**PDN straps and rails**

Scale bar: 20 µm. Pins as bars on the die edge.
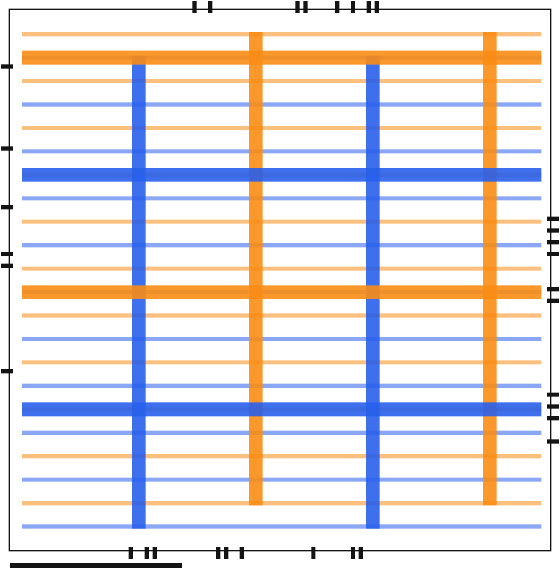
**Placed cells, one colour a class**

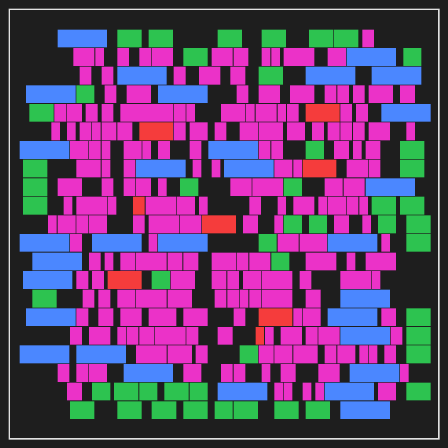
**Clock distribution**

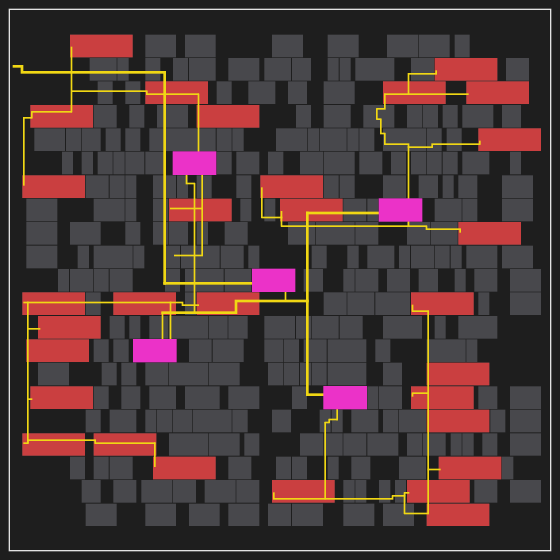
**Routed metal, one colour a layer**

Scale bar: 20 µm.
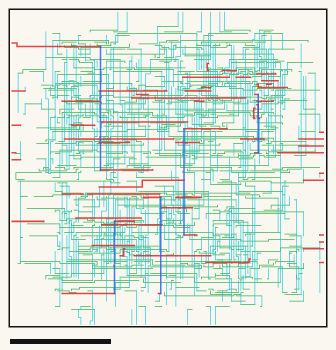
**Track usage over the die**

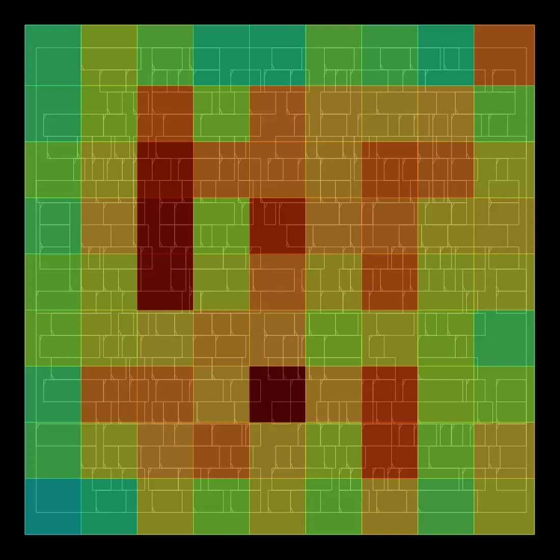
--- config.mk ---
export PLATFORM = sky130hd
export DESIGN_NAME = multi_core_reset_sequencer
export DESIGN_NICKNAME = d
export VERILOG_FILES = /design/src/rtl/multi_core_reset_sequencer.sv
export SDC_FILE = /design/constraint.sdc
export NUM_CORES = 1
export LEC_CHECK = 0
export CAP_MARGIN = 20
export CORE_UTILIZATION = 53
export DETAILED_ROUTE_END_ITERATION = 8
export MAX_ROUTING_LAYER = met4
export PLACE_DENSITY_LB_ADDON = 0.05
export SLEW_MARGIN = 10
export SYNTH_ARGS = -nofsm -noshare
export SYNTH_HDL_FRONTEND = slang
export SYNTH_SLANG_ARGS = --single-unit
--- constraint.sdc ---
create_clock -name clock -period 2.6 [get_ports clock]
set_input_delay 0.39 -clock clock [delete_from_list [all_inputs] [get_ports clock]]
set_output_delay 0.39 -clock clock [all_outputs]
set_load 0.05 [all_outputs]
--- src/rtl/multi_core_reset_sequencer.sv ---
// Core reset sequencer: applies pulse/assert/release commands to a set of core reset lines,
// enforcing a minimum hold and releasing masked cores one at a time in ascending index order.
module multi_core_reset_sequencer #(
    parameter int NUM_CORES = 4,
    parameter int HOLD_W    = 16,
    parameter int MIN_HOLD  = 8,
    parameter int STAGGER   = 2
) (
    input  logic                 clock,
    input  logic                 reset_n,
    input  logic                 cmd_valid,
    output logic                 cmd_ready,
    input  logic [1:0]           cmd_op,
    input  logic [NUM_CORES-1:0] cmd_mask,
    input  logic [HOLD_W-1:0]    cmd_hold,
    output logic [NUM_CORES-1:0] core_reset,
    output logic                 busy,
    output logic                 done,
    output logic                 err
);

    localparam int STG_W = $clog2(STAGGER + 1);
    localparam logic [STG_W-1:0]  STG_LOAD   = STG_W'(STAGGER);
    localparam logic [HOLD_W-1:0] MIN_HOLD_V = HOLD_W'(MIN_HOLD);

    localparam logic [1:0] OP_PULSE   = 2'd0;
    localparam logic [1:0] OP_ASSERT  = 2'd1;
    localparam logic [1:0] OP_RELEASE = 2'd2;

    typedef enum logic [1:0] {
        ST_IDLE    = 2'd0,
        ST_HOLD    = 2'd1,
        ST_RELEASE = 2'd2,
        ST_FINISH  = 2'd3
    } state_t;

    state_t                r_state;
    state_t                w_state_nx;
    logic [NUM_CORES-1:0]  r_core_reset;
    logic [NUM_CORES-1:0]  w_core_nx;
    logic [NUM_CORES-1:0]  r_pending;
    logic [NUM_CORES-1:0]  w_pend_nx;
    logic [HOLD_W-1:0]     r_hold_cnt;
    logic [HOLD_W-1:0]     w_hold_nx;
    logic [STG_W-1:0]      r_stg_cnt;
    logic [STG_W-1:0]      w_stg_nx;
    logic                  r_done;
    logic                  w_done_nx;
    logic                  r_err;
    logic                  w_err_nx;
    logic                  w_rel_go;
    logic [NUM_CORES-1:0]  w_rel_src;
    logic [NUM_CORES-1:0]  w_rel_low;
    logic [NUM_CORES-1:0]  w_rel_rem;
    logic [HOLD_W-1:0]     w_hold_eff;

    // Isolates the lowest set bit, i.e. the next core due for release.
    function automatic logic [NUM_CORES-1:0] lowest_bit(input logic [NUM_CORES-1:0] v);
        return v & (~v + NUM_CORES'(1));
    endfunction

    assign w_hold_eff = (cmd_hold < MIN_HOLD_V) ? MIN_HOLD_V : cmd_hold;
    assign cmd_ready  = (r_state == ST_IDLE);
    assign busy       = (r_state != ST_IDLE);
    assign core_reset = r_core_reset;
    assign done       = r_done;
    assign err        = r_err;

    // Next-state and datapath decode; a release step is shared by accept, hold expiry and stagger expiry.
    always_comb begin
        w_state_nx = r_state;
        w_core_nx  = r_core_reset;
        w_pend_nx  = r_pending;
        w_hold_nx  = r_hold_cnt;
        w_stg_nx   = r_stg_cnt;
        w_done_nx  = 1'b0;
        w_err_nx   = 1'b0;
        w_rel_go   = 1'b0;
        w_rel_src  = '0;
        w_rel_low  = '0;
        w_rel_rem  = '0;
        case (r_state)
            ST_IDLE: begin
                if (cmd_valid) begin
                    case (cmd_op)
                        OP_PULSE: begin
                            if (cmd_mask == '0) begin
                                w_done_nx  = 1'b1;
                                w_state_nx = ST_FINISH;
                            end else begin
                                w_core_nx  = r_core_reset | cmd_mask;
                                w_pend_nx  = cmd_mask;
                                w_hold_nx  = w_hold_eff;
                                w_state_nx = ST_HOLD;
                            end
                        end
                        OP_ASSERT: begin
                            w_core_nx  = r_core_reset | cmd_mask;
                            w_done_nx  = 1'b1;
                            w_state_nx = ST_FINISH;
                        end
                        OP_RELEASE: begin
                            // Cores already out of reset take no release slot.
                            w_rel_go  = 1'b1;
                            w_rel_src = cmd_mask & r_core_reset;
                        end
                        default: begin
                            w_err_nx   = 1'b1;
                            w_done_nx  = 1'b1;
                            w_state_nx = ST_FINISH;
                        end
                    endcase
                end else begin
                    w_state_nx = ST_IDLE;
                end
            end
            ST_HOLD: begin
                if (r_hold_cnt <= HOLD_W'(1)) begin
                    w_hold_nx = '0;
                    w_rel_go  = 1'b1;
                    w_rel_src = r_pending;
                end else begin
                    w_hold_nx = r_hold_cnt - HOLD_W'(1);
                end
            end
            ST_RELEASE: begin
                if (r_stg_cnt <= STG_W'(1)) begin
                    w_stg_nx  = '0;
                    w_rel_go  = 1'b1;
                    w_rel_src = r_pending;
                end else begin
                    w_stg_nx = r_stg_cnt - STG_W'(1);
                end
            end
            ST_FINISH: begin
                w_state_nx = ST_IDLE;
            end
            default: begin
                w_state_nx = ST_IDLE;
            end
        endcase
        if (w_rel_go) begin
            w_rel_low = lowest_bit(w_rel_src);
            w_rel_rem = w_rel_src & ~w_rel_low;
            w_core_nx = r_core_reset & ~w_rel_low;
            w_pend_nx = w_rel_rem;
            if (w_rel_rem == '0) begin
                w_done_nx  = 1'b1;
                w_state_nx = ST_FINISH;
            end else begin
                w_stg_nx   = STG_LOAD;
                w_state_nx = ST_RELEASE;
            end
        end else begin
            w_rel_low = '0;
        end
    end

    // FSM state register.
    always_ff @(posedge clock) begin
        if (!reset_n) begin
            r_state <= ST_IDLE;
        end else begin
            r_state <= w_state_nx;
        end
    end

    // Datapath registers; reset holds every core in reset and drops any command in flight.
    always_ff @(posedge clock) begin
        if (!reset_n) begin
            r_core_reset <= '1;
            r_pending    <= '0;
            r_hold_cnt   <= '0;
            r_stg_cnt    <= '0;
            r_done       <= 1'b0;
            r_err        <= 1'b0;
        end else begin
            r_core_reset <= w_core_nx;
            r_pending    <= w_pend_nx;
            r_hold_cnt   <= w_hold_nx;
            r_stg_cnt    <= w_stg_nx;
            r_done       <= w_done_nx;
            r_err        <= w_err_nx;
        end
    end

endmodule

==> results.yml <==
# flow metrics
synth:
  synth_nets: 274
  top_cell_area_share: 0.308
  async_flop_share: 0
  netlist_area_um2: 1950
  synth.avg_cell_area_um2: 8.06
  synth_flops: 30
  ys_cells: 242
placed_design:
  dpl.hpwl_mm: 3.88
  placedInstanceArea_um2: 2390
clock_network:
  postCtsSetupBuffers: 0
  tritoncts: "yes"
  hold_buffers: 0
  clock_tree.buffer_depth: 2
  numCtsBuffers: 5
  cts_root_buf: "clkbuf_8"
setup_path:
  critPathCaptureType: "output port"
  crit_top_cell: "inv_1"
  slowest_stage: "clkdlybuf4s50_1"
  cp_cell_sequence: "inv_1 -> ha_1 -> inv_1 -> clkdlybuf4s50_1"
  startpoint_type: "register"
  max_stage_delay_ns: 0.80
  critPathMaxFanout: 6
final_timing:
  finalSetupTns_ns: 0
  slew_viol_final: 0
  tightest_slew_ns: 0.653
  finalCritPeriodShare: 0.920
  setup_viol: 0
  fmax_ghz: 0.418
global_routing:
  grt_overflow_total: 0
  grt_pass1_wl_mm: 9.04
power:
  powerDensity_nw_per_um2: 1110
routing:
  vias_per_cell: 6.24
  first_pass_iters: 5
  drt-initial-drc-count: 278
  antenna_left: 0
die:
  ios: 33
  initCoreUtil: 0.566
hold_path:
  min_path_type: "reg2reg"
cells_and_area:
  fin_cells: 332
run_status:
  status: "complete, no violations"
Notes on 'PDN straps and rails' above:
| net | colour |
|---|---|
| VDD | orange |
| VSS | blue |
signal pins: 33
met4 straps: 4
Peak supply drop: 0.564 mV
Die X: 62.6 µm

Notes on 'placed cells, one colour a class' above:
| class | colour | cells |
|---|---|---|
| clock drivers and dummy loads | red | 8 |
| remaining buffers and delay cells | green | 48 |
| remaining logic cells | magenta | 200 |
| registers | blue | 30 |
row count: 21
design area: 2480 µm²

Notes on 'clock distribution' above:
[clock-net drivers] magenta | count: 5
[clock wires] yellow | length: 400 µm
[flip-flops] red | count: 30
routed clock nets: 6
flops lie: spread over the die

Notes on 'routed metal, one colour a layer' above:
| layer | colour | wire length |
|---|---|---|
| M1 | green | 2530 µm |
| M2 | cyan | 2300 µm |
| M3 | red | 362 µm |
| M4 | blue | 90.4 µm |
Post-Route WL: 5.28 mm
GRT Resource Usage Total: 0.298
average wire per standard cell: 15.9 µm
DR vias: 2072

Notes on 'track usage over the die' above:
met3 usage: 0.0675
met1 Usage GRT: 0.401
GR peak layer: met2
routing usage on met2: 0.443
Final Util: 0.722

[metrics by stage]
stage | util | power, µW | hold WS [ns]
2_1_floorplan | - | 1880 | 0.487
3_3_place_gp | 0.695 | 2320 | 0.518
3_5_place_dp | 0.695 | 2340 | 0.526
4_1_cts | 0.722 | 2730 | 0.535
5_1_grt | 0.722 | 2970 | 0.561
6_report | 0.722 | 2750 | 0.535
[kinds of logic (layout without fill, tap and decap cells)]
| kind of cell | Yosys count | in the layout | share of synthesized area |
|---|---|---|---|
| compound gates | 92 | 92 | 0.336 |
| simple gates | 85 | 85 | 0.237 |
| flops | 30 | 30 | 0.308 |
| buf+inv | 23 | 67 | 0.0488 |
| fa+ha+maj | 8 | 8 | 0.0507 |
| xor+xnor | 2 | 2 | 0.00899 |
| mux | 2 | 2 | 0.0103 |
[per-layer routing]
layer	part of all wire	track usage	vias up
met4	0.017	0.0901	0
met3	0.068	0.0675	11
met1	0.48	0.401	953
met5	0	-	-
met2	0.44	0.443	98
li1	-	-	1010
[layout make-up]
| type | count | area, µm² |
|---|---|---|
| Sequential cell | 30 | 601 |
| Tap cell | 46 | 57.6 |
| Clock buffer | 7 | 86.3 |
| Timing Repair Buffer | 48 | 440 |
| Clock inverter | 1 | 5.00 |
| Inverter | 11 | 41.3 |
| Fill cell | 301 | 957 |
| Multi-Input combinational cell | 189 | 1250 |
[sequential cells by signal, summed over array words and instances, names as in the netlist]
register and flops:
done 1, err 1, r_hold_cnt 16, core_reset 4, r_state 2, r_stg_cnt 2, r_pending 4
[power by group]
| group | internal, µW | leakage (µW) | switching [µW] |
|---|---|---|---|
| registers | 572 | 0.000245 | 126 |
| logic | 642 | 0.000646 | 1030 |
| clock network | 213 | 0.0000482 | 173 |
| total | 1430 | 0.000939 | 1330 |
[path summary, 6_finish.rpt]
check,end,slack (ns),cells after the start,from
worst min register to register,core_reset[2]$_SDFFE_PN1P_,0.54,2,core_reset[2]$_SDFFE_PN1P_
worst max register to register,r_state[0]$_SDFFE_PN0P_,0.25,8,r_state[0]$_SDFFE_PN0P_
worst min-delay path,core_reset[2]$_SDFFE_PN1P_,0.54,2,core_reset[2]$_SDFFE_PN1P_
worst max-delay path,busy,0.21,4,r_state[0]$_SDFFE_PN0P_
[layout by cell type (no fill, tap or decap), drive strengths merged, types with 8 or more instances in the layout]
cell type / Yosys / final
clkdlybuf4s50: 0 / 32
dfxtp: 30 / 30
o21ai: 30 / 30
nor2: 24 / 24
buf: 5 / 16
a21oi: 15 / 15
nor3: 12 / 12
inv: 10 / 10
nand2: 9 / 9
a32o: 9 / 9
nor4: 9 / 9
nand3: 8 / 8
[tightest hold or removal path: cells and delay by family (launching register included)]
kind            cells  cell delay (ns)
flops               1             0.35
compound gates      2             0.15
[Yosys cell counts (all sizes together) (2+ instances only)]
cell type   n
and2        4
a21oi      15
o21ai      30
o32ai       3
or3         3
a32o        9
dfxtp      30
a21o        2
a211oi      3
buf         5
nor3       12
a22o        2
or4         3
inv        10
nand2       9
nand3       8
ha          7
xor2        2
o31ai       3
a41oi       2
mux2i       2
nor2       24
o22ai       2
a22oi       5
o31a        2
nor4        9
a21boi      2
clkbuf      7
nor2b       7
a31oi       4
Power and IR drop assume default switching activity.
